`src/rtl/mioc_pkg.sv`:
```
// Shared types and defaults for the MIOC DRAM arbiter.
package mioc_pkg;

  typedef enum logic [2:0] {
    IDLE  = 3'd0,
    ROW   = 3'd1,
    COL   = 3'd2,
    CAS   = 3'd3,
    RREF  = 3'd4,
    RHOLD = 3'd5,
    PRE   = 3'd6
  } arb_state_e;

  localparam int REF_INTERVAL_DEF = 60;
  localparam int REF_CNT_W_DEF    = 7;

  // BA15 value selecting each CAS strobe
  localparam logic BANK_CAS1 = 1'b0;
  localparam logic BANK_CAS2 = 1'b1;

endpackage

```
`src/rtl/dram_arb_if.sv`:
```
// Z80-side request signals and DRAM-side strobes of the MIOC DRAM arbiter.
interface dram_arb_if;
  logic bmreq_n;
  logic brfsh_n;
  logic brd_n;
  logic n_bwr;
  logic dma_n;
  logic ba15;
  logic ba14;
  logic ba7;
  logic ras_n;
  logic cas1_n;
  logic cas2_n;
  logic mux;
  logic ra7;
  logic wait_req_n;

  modport master (
    output bmreq_n, brfsh_n, brd_n, n_bwr, dma_n, ba15, ba14, ba7,
    input  ras_n, cas1_n, cas2_n, mux, ra7, wait_req_n
  );

  modport slave (
    input  bmreq_n, brfsh_n, brd_n, n_bwr, dma_n, ba15, ba14, ba7,
    output ras_n, cas1_n, cas2_n, mux, ra7, wait_req_n
  );
endinterface

```
`src/rtl/dram_ref_timer.sv`:
```
// DMA-time refresh timer, pending flag and refresh row counter.
// Only instantiated when MIOC_DMA_REFRESH_EN is defined.
module dram_ref_timer
  import mioc_pkg::*;
#(
  parameter int REF_INTERVAL = REF_INTERVAL_DEF,
  parameter int REF_CNT_W    = REF_CNT_W_DEF
) (
  input  logic                 b_phi,
  input  logic                 rst_n,
  input  logic                 dma_n,
  input  logic                 ref_start,
  input  logic                 ref_done,
  output logic                 pending,
  output logic [REF_CNT_W-1:0] ref_cnt,
  output logic                 toggle
);

  localparam int TMR_W = $clog2(REF_INTERVAL + 1);

  logic [TMR_W-1:0] timer;

  always_ff @(posedge b_phi or negedge rst_n) begin
    if (!rst_n) begin
      timer   <= '0;
      pending <= 1'b0;
      ref_cnt <= '0;
      toggle  <= 1'b0;
    end else begin
      // Any refresh restarts the interval; the count parks while pending is up.
      if (ref_start) begin
        timer   <= '0;
        pending <= 1'b0;
      end else if (!dma_n && !pending) begin
        timer <= timer + 1'b1;
        if (timer == TMR_W'(REF_INTERVAL - 1)) pending <= 1'b1;
      end
      if (ref_done) begin
        ref_cnt <= ref_cnt + 1'b1;
        if (&ref_cnt) toggle <= ~toggle;
      end
    end
  end

endmodule

```
`src/rtl/dram_arb.sv`:
```
// DRAM arbiter: RAS/CAS sequencing for Z80 accesses plus RAS-only refresh.
// MIOC_DMA_REFRESH_EN adds interval refresh while the 6801 DMA owns the bus.
//   state | meaning
//   IDLE  | waiting; refresh wins over an access
//   ROW   | RAS low, row address (BA14) on RA7
//   COL   | mux on column, BA7 on RA7
//   CAS   | latched bank's CAS low until BMREQ_N rises
//   RREF  | RAS-only refresh, refresh row MSB on RA7
//   RHOLD | refresh RAS hold
//   PRE   | one precharge cycle, all strobes high
module dram_arb
  import mioc_pkg::*;
#(
  parameter int REF_INTERVAL = REF_INTERVAL_DEF,
  parameter int REF_CNT_W    = REF_CNT_W_DEF
) (
  input  logic      b_phi,
  input  logic      rst_n,
  dram_arb_if.slave bus
);

  arb_state_e state, state_nxt;
  logic bank;
  logic ras_nxt, cas1_nxt, cas2_nxt, mux_nxt, ra7_nxt, wait_nxt;
  logic access, z80_ref, pending, toggle, ref_start, ref_done;

  assign access    = !bus.bmreq_n && bus.brfsh_n && (!bus.brd_n || !bus.n_bwr);
  assign z80_ref   = !bus.bmreq_n && !bus.brfsh_n;
  assign ref_start = (state == IDLE) && (state_nxt == RREF);
  assign ref_done  = (state == RHOLD);

`ifdef MIOC_DMA_REFRESH_EN
  logic [REF_CNT_W-1:0] ref_cnt;

  dram_ref_timer #(
    .REF_INTERVAL (REF_INTERVAL),
    .REF_CNT_W    (REF_CNT_W)
  ) u_ref_timer (
    .b_phi     (b_phi),
    .rst_n     (rst_n),
    .dma_n     (bus.dma_n),
    .ref_start (ref_start),
    .ref_done  (ref_done),
    .pending   (pending),
    .ref_cnt   (ref_cnt),
    .toggle    (toggle)
  );
`else
  logic [REF_CNT_W-1:0] ref_cnt;
  logic unused_dma_n;
  localparam int UNUSED_REF_INTERVAL = REF_INTERVAL;

  assign pending      = 1'b0;
  assign unused_dma_n = bus.dma_n;

  always_ff @(posedge b_phi or negedge rst_n) begin
    if (!rst_n) begin
      ref_cnt <= '0;
      toggle  <= 1'b0;
    end else if (ref_done) begin
      ref_cnt <= ref_cnt + 1'b1;
      if (&ref_cnt) toggle <= ~toggle;
    end
  end
`endif

  always_comb begin
    state_nxt = state;
    ras_nxt   = 1'b1;
    cas1_nxt  = 1'b1;
    cas2_nxt  = 1'b1;
    mux_nxt   = 1'b0;
    ra7_nxt   = 1'b0;
    wait_nxt  = 1'b1;

    case (state)
      IDLE: begin
        if (z80_ref || pending) state_nxt = RREF;
        else if (access)        state_nxt = ROW;
      end
      ROW:   state_nxt = COL;
      COL:   state_nxt = CAS;
      CAS:   if (bus.bmreq_n) state_nxt = PRE;
      RREF:  state_nxt = RHOLD;
      RHOLD: state_nxt = PRE;
      PRE:   state_nxt = IDLE;
      default: state_nxt = IDLE;
    endcase

    // Outputs are registered, so they are decoded from the state being entered.
    case (state_nxt)
      ROW: begin
        ras_nxt = 1'b0;
        ra7_nxt = bus.ba14;
      end
      COL: begin
        ras_nxt = 1'b0;
        mux_nxt = 1'b1;
        ra7_nxt = bus.ba7;
      end
      CAS: begin
        ras_nxt = 1'b0;
        mux_nxt = 1'b1;
        ra7_nxt = bus.ra7;
        if (bank == BANK_CAS1) cas1_nxt = 1'b0;
        else                   cas2_nxt = 1'b0;
      end
      RREF, RHOLD: begin
        ras_nxt = 1'b0;
        ra7_nxt = toggle;
      end
      default: ;
    endcase

`ifdef MIOC_DMA_REFRESH_EN
    if (access && (state_nxt == RREF || state_nxt == RHOLD ||
                   (state_nxt == PRE && state == RHOLD)))
      wait_nxt = 1'b0;
`endif
  end

  always_ff @(posedge b_phi or negedge rst_n) begin
    if (!rst_n) begin
      state          <= IDLE;
      bank           <= BANK_CAS1;
      bus.ras_n      <= 1'b1;
      bus.cas1_n     <= 1'b1;
      bus.cas2_n     <= 1'b1;
      bus.mux        <= 1'b0;
      bus.ra7        <= 1'b0;
      bus.wait_req_n <= 1'b1;
    end else begin
      state          <= state_nxt;
      bus.ras_n      <= ras_nxt;
      bus.cas1_n     <= cas1_nxt;
      bus.cas2_n     <= cas2_nxt;
      bus.mux        <= mux_nxt;
      bus.ra7        <= ra7_nxt;
      bus.wait_req_n <= wait_nxt;
      // Bank is frozen here so a late BA15 change cannot steer CAS.
      if (state == ROW) bank <= bus.ba15;
    end
  end

endmodule

```
`src/flat_wrapper.sv`:
```
// flat-port wrapper written by rule: the top's interface ports become plain ports
module dram_arb_flat import mioc_pkg::*;
#(
  parameter int REF_INTERVAL = REF_INTERVAL_DEF,
  parameter int REF_CNT_W    = REF_CNT_W_DEF
)
  (b_phi, rst_n, bus_bmreq_n, bus_brfsh_n, bus_brd_n, bus_n_bwr, bus_dma_n, bus_ba15, bus_ba14, bus_ba7, bus_ras_n, bus_cas1_n, bus_cas2_n, bus_mux, bus_ra7, bus_wait_req_n);
  dram_arb_if bus_i ();
  input  logic b_phi;
  input  logic rst_n;
  input wire logic [$bits(bus_i.bmreq_n)-1:0] bus_bmreq_n;
  input wire logic [$bits(bus_i.brfsh_n)-1:0] bus_brfsh_n;
  input wire logic [$bits(bus_i.brd_n)-1:0] bus_brd_n;
  input wire logic [$bits(bus_i.n_bwr)-1:0] bus_n_bwr;
  input wire logic [$bits(bus_i.dma_n)-1:0] bus_dma_n;
  input wire logic [$bits(bus_i.ba15)-1:0] bus_ba15;
  input wire logic [$bits(bus_i.ba14)-1:0] bus_ba14;
  input wire logic [$bits(bus_i.ba7)-1:0] bus_ba7;
  output wire logic [$bits(bus_i.ras_n)-1:0] bus_ras_n;
  output wire logic [$bits(bus_i.cas1_n)-1:0] bus_cas1_n;
  output wire logic [$bits(bus_i.cas2_n)-1:0] bus_cas2_n;
  output wire logic [$bits(bus_i.mux)-1:0] bus_mux;
  output wire logic [$bits(bus_i.ra7)-1:0] bus_ra7;
  output wire logic [$bits(bus_i.wait_req_n)-1:0] bus_wait_req_n;
  assign bus_i.bmreq_n = bus_bmreq_n;
  assign bus_i.brfsh_n = bus_brfsh_n;
  assign bus_i.brd_n = bus_brd_n;
  assign bus_i.n_bwr = bus_n_bwr;
  assign bus_i.dma_n = bus_dma_n;
  assign bus_i.ba15 = bus_ba15;
  assign bus_i.ba14 = bus_ba14;
  assign bus_i.ba7 = bus_ba7;
  assign bus_ras_n = bus_i.ras_n;
  assign bus_cas1_n = bus_i.cas1_n;
  assign bus_cas2_n = bus_i.cas2_n;
  assign bus_mux = bus_i.mux;
  assign bus_ra7 = bus_i.ra7;
  assign bus_wait_req_n = bus_i.wait_req_n;
  dram_arb #(.REF_INTERVAL(REF_INTERVAL), .REF_CNT_W(REF_CNT_W)) u_core (.b_phi(b_phi), .rst_n(rst_n), .bus(bus_i));
endmodule
```
`config.mk`:
```
export PLATFORM = sky130hd
export DESIGN_NAME = dram_arb_flat
export DESIGN_NICKNAME = d
export VERILOG_FILES = /design/src/rtl/mioc_pkg.sv /design/src/rtl/dram_arb_if.sv /design/src/rtl/dram_ref_timer.sv /design/src/rtl/dram_arb.sv /design/src/flat_wrapper.sv
export SDC_FILE = /design/constraint.sdc
export NUM_CORES = 1
export LEC_CHECK = 0
export CELL_PAD_IN_SITES_DETAIL_PLACEMENT = 1
export CELL_PAD_IN_SITES_GLOBAL_PLACEMENT = 1
export CORE_UTILIZATION = 38
export DETAILED_ROUTE_END_ITERATION = 7
export PLACE_DENSITY_LB_ADDON = 0.1
export SETUP_SLACK_MARGIN = 0.05
export SYNTH_ARGS = -nofsm -noshare
export SYNTH_HDL_FRONTEND = slang
export SYNTH_SLANG_ARGS = --single-unit
```
`constraint.sdc`:
```
create_clock -name b_phi -period 1.7 [get_ports b_phi]
set_input_delay 0.34 -clock b_phi [delete_from_list [all_inputs] [get_ports b_phi]]
set_output_delay 0.34 -clock b_phi [all_outputs]
set_load 0.02 [all_outputs]
```
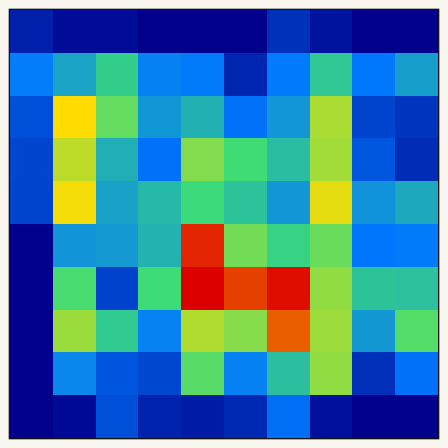
Figure 1: run 1, wiring heat map.
The die is cut into 10 by 10 equal tiles; dark blue is low, red is high, scaled to the fullest tile. Values are wire area over tile area, all layers added.
26% of the tiles are over half the peak. The mean over all tiles is 0.11. The densest ninth of the die: middle. The fullest tile reaches 0.33. 13% of the tiles are nearly empty.

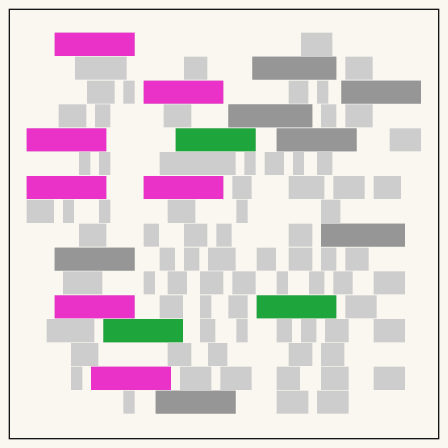
Figure 2: run 1, register map, names as in the netlist.
Other sequential cells in the stronger grey, the rest of the logic in the fainter grey.
Green stands for u_core.state, placed flops 3. Magenta stands for u_core.ref_cnt, placed flops 7.

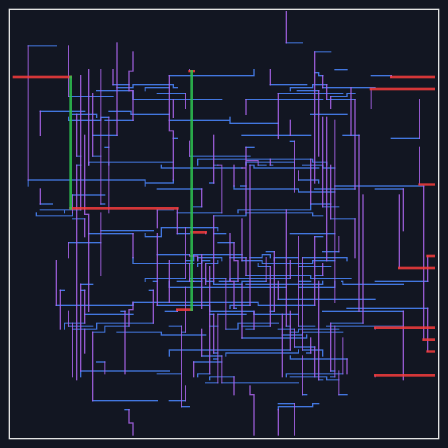
Figure 3: run 1, metal layers overlaid.
Purple stands for M2, wire length 771 um. Blue stands for M1, wire length 790 um. Green stands for M4, wire length 42.2 um. Red stands for M3, wire length 55.4 um.

==> reports/results.tsv, run 1 <==
metric	value	unit
final.setup.tns	0	ns
simple_gate_area_frac	0.2150	
first_iter_violations	3	
ant_nets	0	
rr_worst_depth	4	
p_sw	603.9	uW
crit_end	bus_ra7	
criticalPathCategory	flop to output pin	
flop_cell	sky130_fd_sc_hd__dfrtp_1	
synthTopCellsByCount	sky130_fd_sc_hd__dfrtp_1, sky130_fd_sc_hd__nand2_1, sky130_fd_sc_hd__nand2b_1, sky130_fd_sc_hd__nor2_1	
power.share.sequential	0.449	
placed_area	1003	sq um
highest_utilization_routing_layer_at_the_global_route_stage	met2	
placed_cells_incl_taps	117	
post_synth_num_cell_types	29	
sw_frac_of_total	0.3789	
pre_cts_slack	-0.02395	ns
die_width	48.80	um
layout.cell_area.non_filler	1027	sq um
topCombFamilyByArea	simple AND/OR/NAND/NOR gates	
clk_path_buf_depth	2	
regToRegStartpoint	u_core.state[0]$_DFF_PN0_	
cts_sinks	17	
die_y	48.80	um
synth.cellmix.compoundShare	0.09925	
run_status	finished clean	
numSynthFlops	17	
fin_skew	0.006017	ns
chipArea	2381	sq um
comb_power_share	0.414	
wl_per_cell	13.70	um
max_freq	633.6	MHz
htree_levels	1	
clkPwrFrac	0.137	
period_used_share	0.9283	
totalWireLength	1.658	mm
hp-class	input pin to async pin	
report.final.slew_viol_count	0	
power_per_cell_area	1551	nW/um^2
[run 1: sequential cells by signal, summed over array words and instances, names as in the netlist]
name and count:
u_core.bus.mux 1, u_core.bus.ra7 1, u_core.bus.cas1_n 1, u_core.bus.ras_n 1
u_core.ref_cnt 7, u_core.toggle 1, u_core.bank 1, u_core.bus.cas2_n 1
u_core.state 3
[run 1: area by class of cell]
cell class                 count  area, sq um
fill                         224        974.7
sequential                    17        429.2
multi-input combinational     54        365.4
timing repair buffer          19        171.4
tap                           27        33.78
clock buffer                   3        22.52
clock inverter                 1        5.005
[run 1: what timing repair did]
item / 4_1_cts / 5_1_grt
endpoints found under the setup margin: 3 / 0
buffers inserted: 0 / 0
resized: 3 / 0
endpoints found under the hold margin: 0 / 0
Figure 4. Clock wiring as the flow saved it (run 1).
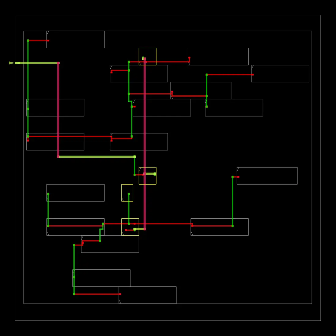

--- run 2 (diff from run 1) ---
--- a/config.mk
+++ b/config.mk
@@ -5,10 +5,12 @@
 export SDC_FILE = /design/constraint.sdc
 export NUM_CORES = 1
 export LEC_CHECK = 0
+export ABC_AREA = 1
 export CELL_PAD_IN_SITES_DETAIL_PLACEMENT = 1
 export CELL_PAD_IN_SITES_GLOBAL_PLACEMENT = 1
-export CORE_UTILIZATION = 38
+export CORE_UTILIZATION = 44
 export DETAILED_ROUTE_END_ITERATION = 7
+export DONT_BUFFER_PORTS = 1
 export PLACE_DENSITY_LB_ADDON = 0.1
 export SETUP_SLACK_MARGIN = 0.05
 export SYNTH_ARGS = -nofsm -noshare
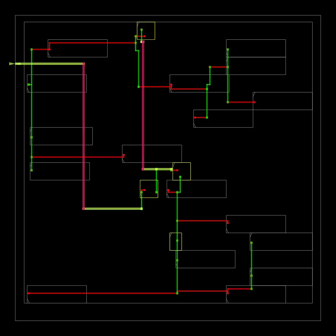
Figure 5: run 2, clock wiring as the flow saved it.
number of clock sinks: 17
Final Skew: 0.009575 ns

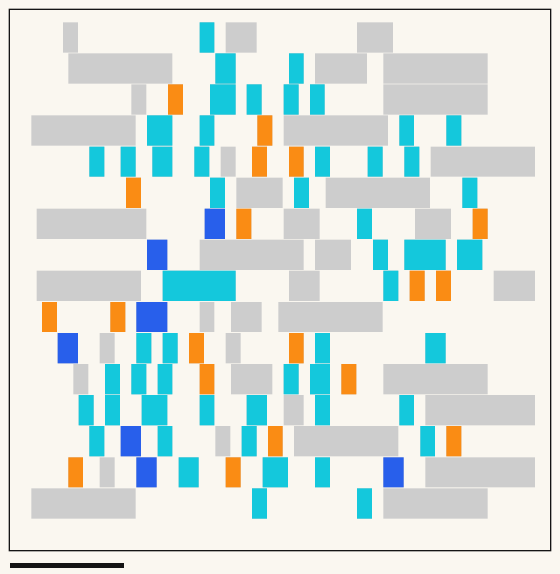
Figure 6: run 2, gate-type map.
Scale bar: 10 um.
Blue stands for aoi and oai cells, cells 7. Cyan stands for nand cells, cells 52. Orange stands for inv cells, cells 19.

==> reports/results.tsv, run 2 <==
metric	value	unit
run_status	finished clean	
final.setup.tns	0	ns
layout.comb_gates.multi_input	75	
numSynthFlops	17	
highest_utilization_routing_layer_at_the_global_route_stage	met2	
post_synth_num_cell_types	21	
p_sw	590.3	uW
htree_levels	1	
reg.largest.list	u_core.ref_cnt x7, u_core.state x3	
dominant_cells	registers	
power.share.sequential	0.571	
flop_cell	sky130_fd_sc_hd__dfrtp_1	
largest-register	u_core.ref_cnt	
totalWireLength	1.756	mm
final-comb-area	375.4	sq um
first_iter_violations	7	
max_freq	809.0	MHz
criticalPathCategory	flop to output pin	
sw_frac_of_total	0.4270	
pre_cts_slack	0.4595	ns
clock_buffers	3	
wl_per_cell	12.28	um
ant_nets	0	
report.final.slew_viol_count	0	
clockNetworkAreaShare	0.02906	
chipArea	2235	sq um
largest_register_ffs	7	
power_per_cell_area	1460	nW/um^2
synthTopCellsByCount	sky130_fd_sc_hd__nand2_1, sky130_fd_sc_hd__inv_1, sky130_fd_sc_hd__dfrtp_1	
layout.cell_area.non_filler	947.2	sq um
post_cts.repair.setup_buffers	0	
buffer_area_frac	0.01057	
clkPwrFrac	0.160	
comb_share	0.3963	
placed_cells_incl_taps	138	
ff_latch_area	429.2	sq um
period_used_share	0.7271	
simple_gate_area_frac	0.3176	
comb_power_share	0.269	
floorplan.tapcells	27	
fillers	246	
## run 2: final timing paths
kind | startpoint | end | slack [ns] | cells past startpoint
worst max-delay path | u_core.bus.ras_n$_DFF_PN1_ | bus_ras_n | 0.46 | 0
worst max register to register | u_core.ref_cnt[0]$_DFFE_PN0N_ | u_core.toggle$_DFFE_PN0P_ | 0.47 | 6
min in group asynchronous | rst_n | u_core.state[1]$_DFF_PN0_ | 0.55 | 1
worst min register to register | u_core.bank$_DFFE_PN0P_ | u_core.bus.cas2_n$_DFF_PN1_ | 0.42 | 1
max in group asynchronous | rst_n | u_core.state[0]$_DFF_PN0_ | 0.67 | 1
worst min-delay path | bus_ba15 | u_core.bank$_DFFE_PN0P_ | 0.17 | 2
## run 2: repair_timing
action,in CTS,in global routing
endpoints found under the hold margin,17,0
resized,0,0
hold buffers,1,0
